File: src/rtl/bitwise_decode_if.sv
// bitwise_decode_if: operand/result stream in, recovered-operand stream out, error counter access
interface bitwise_decode_if #(
  parameter int WIDTH = 4,
  parameter int CNT_W = 8
);
  logic s_valid;
  logic s_ready;
  logic m_valid;
  logic m_ready;
  logic err;
  logic clr_cnt;
  logic [WIDTH-1:0] b;
  logic [WIDTH-1:0] res_and;
  logic [WIDTH-1:0] res_or;
  logic [WIDTH-1:0] res_xor;
  logic [WIDTH-1:0] a_rec;
  logic [CNT_W-1:0] err_cnt;
  modport master (
    output s_valid, b, res_and, res_or, res_xor, m_ready, clr_cnt,
    input  s_ready, m_valid, a_rec, err, err_cnt
  );
  modport slave (
    input  s_valid, b, res_and, res_or, res_xor, m_ready, clr_cnt,
    output s_ready, m_valid, a_rec, err, err_cnt
  );
endinterface

File: src/rtl/bitwise_decode.sv
// bitwise_decode: recovers a = xor ^ b over a 2-stage valid/ready pipe, flags and/or inconsistency, counts errors
module bitwise_decode #(
  parameter int WIDTH = 4,
  parameter int CNT_W = 8
) (
  input  logic            clk,
  input  logic            rst_n,
  bitwise_decode_if.slave bus
);
  logic             s1_valid;
  logic             s1_adv;
  logic             s2_adv;
  logic             err_nxt;
  logic [WIDTH-1:0] s1_b;
  logic [WIDTH-1:0] s1_and;
  logic [WIDTH-1:0] s1_or;
  logic [WIDTH-1:0] s1_xor;
  logic [WIDTH-1:0] a_nxt;
  always_comb begin
    s2_adv  = ~bus.m_valid | bus.m_ready;
    s1_adv  = ~s1_valid | s2_adv;
    a_nxt   = s1_xor ^ s1_b;
    err_nxt = (s1_and != (a_nxt & s1_b)) | (s1_or != (a_nxt | s1_b));
  end
  assign bus.s_ready = s1_adv & rst_n;
  always_ff @(posedge clk) begin
    if (!rst_n) begin
      s1_valid    <= 1'b0;
      s1_b        <= '0;
      s1_and      <= '0;
      s1_or       <= '0;
      s1_xor      <= '0;
      bus.m_valid <= 1'b0;
      bus.a_rec   <= '0;
      bus.err     <= 1'b0;
      bus.err_cnt <= '0;
    end else begin
      if (s1_adv) begin
        s1_valid <= bus.s_valid;
        if (bus.s_valid) begin
          s1_b   <= bus.b;
          s1_and <= bus.res_and;
          s1_or  <= bus.res_or;
          s1_xor <= bus.res_xor;
        end
      end
      if (s2_adv) begin
        bus.m_valid <= s1_valid;
        if (s1_valid) begin
          bus.a_rec <= a_nxt;
          bus.err   <= err_nxt;
        end
      end
      if (bus.clr_cnt)
        bus.err_cnt <= '0;
      else if (bus.m_valid & bus.m_ready & bus.err & ~&bus.err_cnt)
        bus.err_cnt <= bus.err_cnt + 1'b1;
    end
  end
endmodule

File: src/flat_wrapper.sv
// flat-port wrapper written by rule: the top's interface ports become plain ports
module bitwise_decode_flat 
#(
  parameter int WIDTH = 4,
  parameter int CNT_W = 8
)
  (clk, rst_n, bus_s_valid, bus_b, bus_res_and, bus_res_or, bus_res_xor, bus_m_ready, bus_clr_cnt, bus_s_ready, bus_m_valid, bus_a_rec, bus_err, bus_err_cnt);
  bitwise_decode_if #(.WIDTH(WIDTH), .CNT_W(CNT_W)) bus_i ();
  input  logic clk;
  input  logic rst_n;
  input wire logic [$bits(bus_i.s_valid)-1:0] bus_s_valid;
  input wire logic [$bits(bus_i.b)-1:0] bus_b;
  input wire logic [$bits(bus_i.res_and)-1:0] bus_res_and;
  input wire logic [$bits(bus_i.res_or)-1:0] bus_res_or;
  input wire logic [$bits(bus_i.res_xor)-1:0] bus_res_xor;
  input wire logic [$bits(bus_i.m_ready)-1:0] bus_m_ready;
  input wire logic [$bits(bus_i.clr_cnt)-1:0] bus_clr_cnt;
  output wire logic [$bits(bus_i.s_ready)-1:0] bus_s_ready;
  output wire logic [$bits(bus_i.m_valid)-1:0] bus_m_valid;
  output wire logic [$bits(bus_i.a_rec)-1:0] bus_a_rec;
  output wire logic [$bits(bus_i.err)-1:0] bus_err;
  output wire logic [$bits(bus_i.err_cnt)-1:0] bus_err_cnt;
  assign bus_i.s_valid = bus_s_valid;
  assign bus_i.b = bus_b;
  assign bus_i.res_and = bus_res_and;
  assign bus_i.res_or = bus_res_or;
  assign bus_i.res_xor = bus_res_xor;
  assign bus_i.m_ready = bus_m_ready;
  assign bus_i.clr_cnt = bus_clr_cnt;
  assign bus_s_ready = bus_i.s_ready;
  assign bus_m_valid = bus_i.m_valid;
  assign bus_a_rec = bus_i.a_rec;
  assign bus_err = bus_i.err;
  assign bus_err_cnt = bus_i.err_cnt;
  bitwise_decode #(.WIDTH(WIDTH), .CNT_W(CNT_W)) u_core (.clk(clk), .rst_n(rst_n), .bus(bus_i));
endmodule
File: config.mk
export PLATFORM = sky130hd
export DESIGN_NAME = bitwise_decode_flat
export DESIGN_NICKNAME = d
export VERILOG_FILES = /design/src/rtl/bitwise_decode_if.sv /design/src/rtl/bitwise_decode.sv /design/src/flat_wrapper.sv
export SDC_FILE = /design/constraint.sdc
export NUM_CORES = 1
export LEC_CHECK = 0
export CAP_MARGIN = 20
export CORE_MARGIN = 3
export CORE_UTILIZATION = 40
export CTS_CLUSTER_DIAMETER = 60
export DETAILED_ROUTE_END_ITERATION = 8
export GPL_ROUTABILITY_DRIVEN = 0
export PLACE_DENSITY = 0.7
export SETUP_SLACK_MARGIN = 0.05
export SYNTH_ARGS = -nofsm -noshare
export SYNTH_HDL_FRONTEND = slang
export SYNTH_SLANG_ARGS = --single-unit
export TNS_END_PERCENT = 20
File: constraint.sdc
create_clock -name clk -period 3.2 [get_ports clk]
set_input_delay 0.64 -clock clk [delete_from_list [all_inputs] [get_ports clk]]
set_output_delay 0.64 -clock clk [all_outputs]
set_load 0.05 [all_outputs]
Figure 1. I/O nets highlighted (run 1).
Scale bar: 20 um.
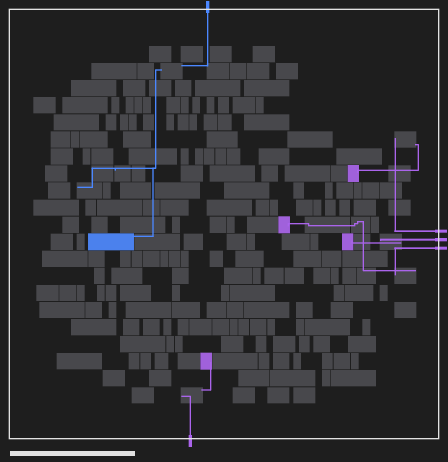
bus_res_and: drawn in purple, bits 4, direction input, end cells 4, buffers 4, wire 106 um. bus_m_valid: drawn in blue, bits 1, direction output, end cells 1, buffers 1, wire 59.7 um.
Port Buffer Count: 35
# IOs: 36

Figure 2. Close-up of the layout (run 1).
Scale bar: 10 um. Region (5, 5) to (30, 30) um. Cells in grey, sequential cells in the stronger grey; small squares are vias.
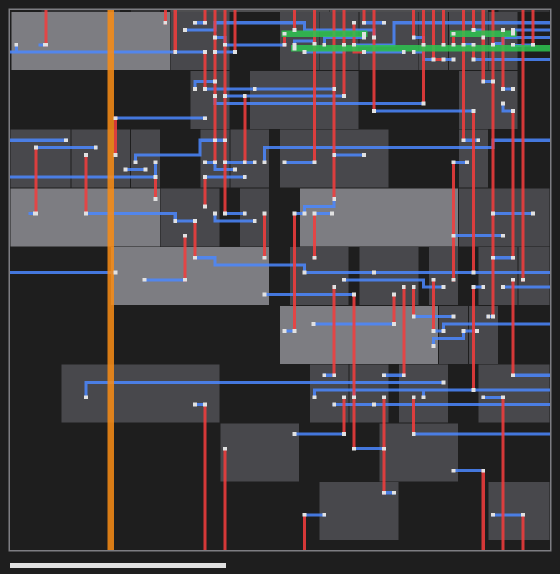
M1: drawn in blue. M2: drawn in red. M4: drawn in orange. M3: drawn in green.
40 logic cells have their middle in the window. Most frequent: nand2_1 (7), nand3_1 (7), a21boi_0 (7). Netlist names of flops here include u_core.bus.a_rec (3). Sequential cells in the window: 5.

Figure 3. Where the registers sit (run 1).
Scale bar: 20 um.
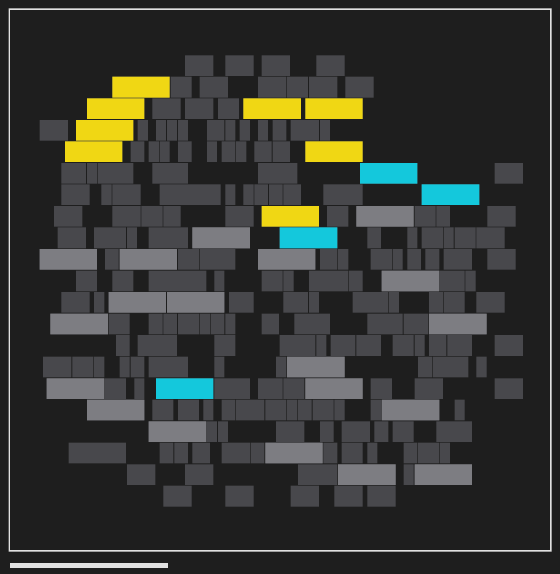
u_core.s1_b: drawn in cyan, flops 4. u_core.bus.err_cnt: drawn in yellow, flops 8.
Another 19 sequential cells are not coloured.
seq pwr: 0.000415 W
Seq area share: 0.304
utilization after layout: 0.580
FF/Latch Area: 621 um2

==> out/metrics.yaml, run 1 <==
setup_tns_ns: 0
cp-endpoint: "bus_s_ready"
n_antenna_cell: 0
yosys_cells: 177
cp.required_ns: 2.56
dp_cells: 252
mi_logic_area_um2: 843
grt_pass1_vias: 1261
totalWireLength_um: 3450
hold_violations: 0
crit_arrival_ns: 1.86
final_layout_size_suffix_gt1_frac: 0.0841
reg2reg_slack_ns: 1.67
cts_tree: "yes"
synthToLayoutAreaGrowth_pct: 31.8
worst_pin_slew_ns: 0.508
status: "finished clean"
final_antenna_net_count: 0
avgSynthCellArea_um2: 8.75
post_dp_cell_area_um2: 1940
wl_per_cell_um: 13.3
drv_cap: 0
cp-end-kind: "primary output"
drtPass1Iterations: 4
syn_area_um2: 1550
holdBufCountCts: 0
critPathLaunch: "bus_m_ready"
synthMuxAreaShare: 0.0194
path_class: "in -> out"
grt_max_degree: 25
min_path_type: "reg -> reg"
cts_made_buffers: 5
vias: 1299
startpoint_type: "input port"
synth_top_area_share: 0.401
path_max_fanout: 19
adder_share: 0.0727
clock.fmax_mhz: 399
grt_usage: 0.166
rsz0062_at_grt: "no"
ys_types: 33
drt-initial-drc-count: 77
synth_simple_gate_area_share: 0.249
aoi_share: 0.153
reg2reg_to: "u_core.bus.err_cnt[1]"
enable_flop_cells: 0
grt_pass1_wl_um: 5820
initial_core_util: 0.440
cts_buffer_depth: 2
instances_no_fill: 260
syn_inst: 177
hpwl_um: 2550
top_cell: "dfxtp_1"
core.rowCount: 21
slew_headroom: 0.661
setup_viol: 0
warnings: 30
insertion_delay_ns: 0.27
yosys_warnings: 0
yosys.area.top_type: "dfxtp_1"
r2r-start: "u_core.bus.err_cnt[0]"
clk_pin_slew_ns: 0.06
r2r_cells: 5
xor_share: 0.0509
htreeDepth: 2
ys_ff: 31
p_per_area_nw_per_um2: 426
power.leakage_nw: 0.768
fp_nets: 207
num-fill-cells: 331
overflow: 0
area_leaders: "dfxtp_1 (40%), a21boi_0 (10%), ha_1 (7.3%)"
die_w_um: 68.2
fin_crit_sh: 0.782
grt_antenna_before_repair: 0
post_cts_buffers: 0
cts.sinks: 31
synthFlopType: "dfxtp_1"
final_cell_area_um2: 2040
die_h_um: 68.2
post_cts_resized: 0
ir_worst_vdd_uv: 235
core-area_um2: 3520
ys_area_um2: 1550
skew_ns: 0.00600
via_per_inst: 5.00
async_flop_share: 0
synthTopCellsByCount: "dfxtp_1 (31), nand2_1 (26), a21boi_0 (21), nand3_1 (21), inv_1 (12)"
route.detailed.drc: 0
dieArea_um2: 4660
root_buffer: "clkbuf_8"
finalNetCount: 243
period_needed_ns: 2.50
slew_violations: 0
ys_seq_share: 0.401
topCombFamilyByArea: "simple AND/OR/NAND/NOR gates"
## run 1: flip-flops by register name, summed over array words and instances, names as in the netlist
signal,flops
u_core.bus.m_valid,1
u_core.s1_or,4
u_core.s1_and,4
u_core.bus.err_cnt,8
u_core.bus.a_rec,4
u_core.s1_b,4
u_core.s1_valid,1
u_core.bus.err,1
u_core.s1_xor,4
## run 1: how the worst min path moves through the flow
stage	cells past startpoint	endpoint	from
global placement	2	u_core.bus.a_rec[3]	u_core.bus.a_rec[3]
CTS	2	u_core.s1_xor[2]	u_core.s1_xor[2]
detailed placement	2	u_core.bus.a_rec[3]	u_core.bus.a_rec[3]
floorplan	2	u_core.s1_xor[3]	u_core.s1_xor[3]
global route	2	u_core.s1_xor[2]	u_core.s1_xor[2]
finish	2	u_core.s1_xor[2]	u_core.s1_xor[2]
## run 1: per-stage QoR
| stage | util | hold WS [ns] | setup WS (ns) | total power [W] |
|---|---|---|---|---|
| floorplan | - | 0.443 | 1.13 | 0.000494 |
| global placement | 0.552 | 0.455 | 0.730 | 0.000544 |
| detailed placement | 0.552 | 0.460 | 0.694 | 0.000547 |
| CTS | 0.580 | 0.470 | 0.692 | 0.000880 |
| global route | 0.580 | 0.486 | 0.631 | 0.000907 |
| finish | 0.580 | 0.465 | 0.696 | 0.000869 |
## run 1: layer usage
metal	GRT usage	vias to the layer above	share of wire
li1	-	674	-
met1	0.228	585	0.49
met2	0.249	38	0.44
met3	0.0345	2	0.056
met4	0.0744	0	0.013
met5	0	-	0
## run 1: area by class of cell
cell class / count / share of cell area
flip-flops and latches: 31 / 0.304
well taps: 46 / 0.0282
repair buffers: 37 / 0.184
multi-input cells: 126 / 0.413
inverters: 12 / 0.0221
clock buffers: 8 / 0.0490
## run 1: critical path, stage by stage
cell and delay [ns]:
clkdlybuf4s50_1 0.47, nand3b_4 0.31, and2_1 0.27, buf_12 0.15
## run 1: cells by family (layout without fill, tap and decap cells)
family	after synthesis	after routing
flops	31	31
fa+ha+maj	9	9
buf+inv	20	57
mux	3	3
simple gates	74	74
compound gates	31	31
xor+xnor	9	9
## run 1: report_power, final
group	total (W)	switching, W	internal, W
Clock	0.000331	0.000135	0.000196
Sequential	0.000415	0.0000130	0.000402
Combinational	0.000123	0.0000619	0.0000613
## run 1: placed cells by master (no fill, tap or decap), drive strengths merged, types with 2 or more instances in the layout
cell / count
xor2: 5
ha: 9
clkbuf: 8
nand3: 23
nor2: 8
dfxtp: 31
xnor2: 4
nand2: 27
nand4: 3
inv: 12
a21oi: 2
a21boi: 22
nor4: 2
mux2i: 3
a211oi: 2
nor3: 4
clkdlybuf4s50: 34
buf: 3
a31oi: 2
==> inputs of run 2 (changes only) <==
- clock period: 3.2 -> 2.5 ns (I/O delays scaled with it)
Figure 4. I/O nets highlighted (run 2).
Scale bar: 20 um.
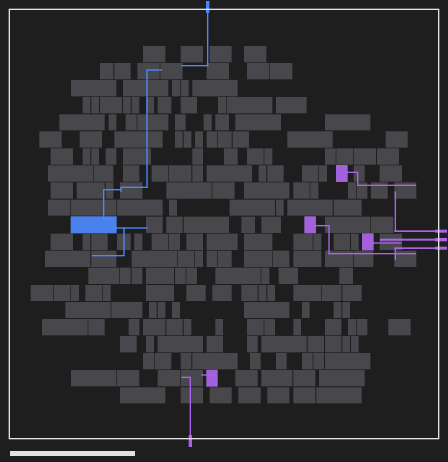
bus_res_and: drawn in purple, bits 4, direction input, end cells 4, buffers 4, wire 81.2 um. bus_m_valid: drawn in blue, bits 1, direction output, end cells 1, buffers 1, wire 62.9 um.

Figure 5. Logic cells by family (run 2).
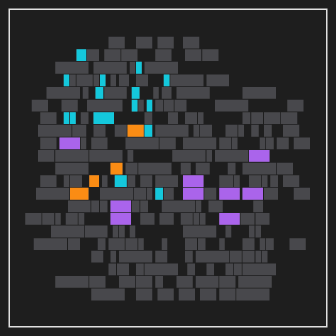
nor cells: drawn in cyan, cells 15, most used nor2_1. and/or cells: drawn in orange, cells 4. fa/ha/maj cells: drawn in purple, cells 9, most used ha_1.
Commonest Layout Cell: clkdlybuf4s50_1
Layout Cells excl Fill: 261
logic share of the area: 0.412

Figure 6. Routing congestion map (run 2).
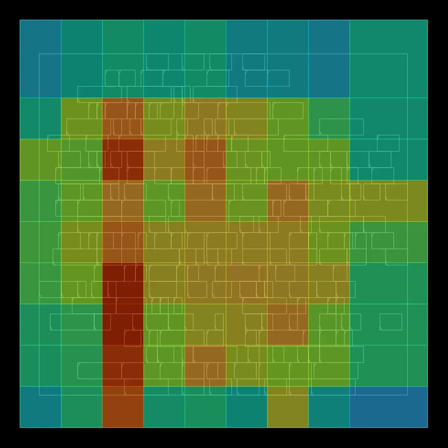
most used routing layer: met2
Global Route Usage Sum: 0.183
WL/cell: 13.7 um
routing usage on met2: 0.296
utilization after layout: 0.581

==> out/metrics.yaml, run 2 <==
status: "finished clean"
skew_ns: 0.00766  # +0.00165 ns
hp-start: "u_core.s1_xor[1]"
grt_antenna_before_repair: 0  # unchanged
path_max_fanout: 5  # -14
largest_reg_flops: 8  # unchanged
p_per_area_nw_per_um2: 530  # +25%
async_flop_share: 0  # unchanged
clock.fmax_mhz: 474
post_cts_resized: 0  # unchanged
num_io_pins: 36  # unchanged
enable_flop_cells: 0  # unchanged
port_buffers: 35  # unchanged
fin_crit_sh: 0.845
vias: 1334  # +2.7%
crit_arrival_ns: 1.61  # -0.25 ns
ys_types: 33  # unchanged
warnings: 30  # unchanged
core.rowCount: 21  # unchanged
syn_inst: 177  # unchanged
htreeDepth: 2  # unchanged
crit_family: "buffers and inverters"
synthToLayoutAreaGrowth_pct: 32.0
regArea_um2: 621  # unchanged
ys_ff: 31  # unchanged
setup_tns_ns: 0  # unchanged
reg2reg_slack_ns: 0.96  # -0.71 ns
cp_num_buf_inv: 1  # -1
path_class: "reg -> out"
post_cts_buffers: 0  # unchanged
n_antenna_cell: 0  # unchanged
route.detailed.drc: 0  # unchanged
worst_pin_slew_ns: 0.499  # -0.00898 ns
clk_pin_slew_ns: 0.06  # about the same
holdBufCountCts: 0  # unchanged
root_buffer: "clkbuf_8"
drv_cap: 0  # unchanged
via_per_inst: 5.11  # +2.3%
yosys.area.top_type: "dfxtp_1"
reg2reg_to: "u_core.bus.err_cnt[1]"
grt_pass1_wl_um: 6170  # +5.9%
cts_made_buffers: 5  # unchanged
min_path_type: "reg -> reg"
cp.required_ns: 2.00  # -0.56 ns
setup_viol: 0  # unchanged
top_cell: "dfxtp_1"
totalWireLength_um: 3570  # +3.6%
crit_chain: "clkdlybuf4s50_1"
cp-endpoint: "bus_m_valid"
area_leaders: "dfxtp_1 (40%), a21boi_0 (10%), ha_1 (7.3%)"
final_layout_size_suffix_gt1_frac: 0.0930  # +0.00891
mi_logic_area_um2: 843  # unchanged
grtUsageMet3: 0.0542  # +0.0197
r2r-start: "u_core.bus.err_cnt[0]"
period_needed_ns: 2.11
grt_max_degree: 19  # -24%
cp_slowest_cell: "clkdlybuf4s50_1"
yosys_warnings: 0  # unchanged
rsz0062_at_grt: "no"
grt_use_met1: 0.225  # -0.00333
slew_headroom: 0.667  # +0.00601
yosys_cells: 177  # unchanged
cts.sinks: 31  # unchanged
slowest_delay_ns: 0.86  # +0.39 ns
synthFlopType: "dfxtp_1"
synthTopCellsByCount: "dfxtp_1 (31), nand2_1 (26), a21boi_0 (21), nand3_1 (21), inv_1 (12)"
r2r_cells: 5  # unchanged
initial_core_util: 0.440  # unchanged
syn_area_um2: 1550  # unchanged
hpwl_um: 2660  # +4.2%
dieArea_um2: 4660  # unchanged
startpoint_type: "flip-flop"
crit_cells: 1  # -3
finalNetCount: 245  # +0.82%
die_h_um: 68.2  # unchanged
core-area_um2: 3520  # unchanged
cts_buffer_depth: 2  # unchanged
num-fill-cells: 324  # -2.1%
hold_violations: 0  # unchanged
ys_seq_share: 0.401  # unchanged
drt-initial-drc-count: 74  # -3.9%
cts_tree: "yes"
ir_worst_vdd_uv: 294  # +25%
final_antenna_net_count: 0  # unchanged
power.leakage_nw: 0.773  # +0.59%
synth_top_area_share: 0.401  # unchanged
ys_area_um2: 1550  # unchanged
die_w_um: 68.2  # unchanged
drtPass1Iterations: 4  # unchanged
cp-end-kind: "primary output"
slew_violations: 0  # unchanged
overflow: 0  # unchanged
regMostFlops: "u_core.bus.err_cnt"
final_cell_mix: "clkdlybuf4s50_1 (34), dfxtp_1 (31), nand2_1 (26), a21boi_0 (21), nand3_1 (21)"
grt_pass1_vias: 1348  # +6.9%
insertion_delay_ns: 0.28  # about the same
critPathLaunch: "u_core.bus.m_valid"
fp_nets: 207  # unchanged
avgSynthCellArea_um2: 8.75  # unchanged
run 2: cell counts after synthesis:
Identical to the previous run, type by type.
run 2: layout make-up:
| type | count | share of cell area |
|---|---|---|
| clock inverters | 1 | 0.00245 |
| multi-input cells | 126 | 0.412 |
| well taps | 46 | 0.0282 |
| inverters | 12 | 0.0220 |
| repair buffers | 39 | 0.191 |
| clock buffers | 6 | 0.0404 |
| flip-flops and latches | 31 | 0.304 |
run 2: worst register-to-register path, cell delays in order, from the launching register on:
cell,delay [ns]
dfxtp_1,0.39
ha_1,0.30
nand2_1,0.18
o31ai_4,0.30
mux2i_1,0.21
nor2_1,0.05
run 2: routing by layer:
metal  wire, um  vias up  share of wire
met5          0        -              0
met1       1610      619           0.45
li1           -      678              -
met2       1720       31           0.48
met4         69        0          0.019
met3        178        6          0.050
run 2: how the worst min path moves through the flow:
stage / to / depth (start not counted)
2_1_floorplan: u_core.s1_xor[3] / 2
3_3_place_gp: u_core.s1_xor[2] / 2
3_5_place_dp: u_core.s1_xor[0] / 2
4_1_cts: u_core.s1_xor[1] / 2
5_1_grt: u_core.s1_and[2] / 2
6_report: u_core.s1_xor[1] / 2
run 2: cell families (layout without fill, tap and decap cells):
kind of cell    count (synthesis)  after routing  share of synthesized area
compound gates                 31             31                      0.153
flops                          31             31                      0.401
xor+xnor                        9              9                     0.0509
mux                             3              3                     0.0194
simple gates                   74             74                      0.249
buf+inv                        20             58                     0.0549
fa+ha+maj                       9              9                     0.0727
run 2: through the flow:
stage                     setup WS (ns)  hold WS, ns  instance area, um2  total power (W)  std cells
final                             0.388        0.468                2040          0.00108        261
after detailed placement          0.441        0.460                1960         0.000701        254
after floorplan                   0.589        0.443                1550         0.000632        177
after global placement            0.482        0.456                1960         0.000697        254
after CTS                         0.371        0.470                2040          0.00110        261
after global routing              0.329        0.494                2040          0.00115        261
run 2: where the power goes:
group,switching [W],internal [W],leakage (nW),total [W]
clock,0.000179,0.000215,0.0470,0.000395
sequential,0.0000170,0.000515,0.254,0.000532
combinational,0.0000785,0.0000793,0.472,0.000158
total,0.000275,0.000810,0.773,0.00108
No activity file was given, so power comes from the tool's default toggle rates.
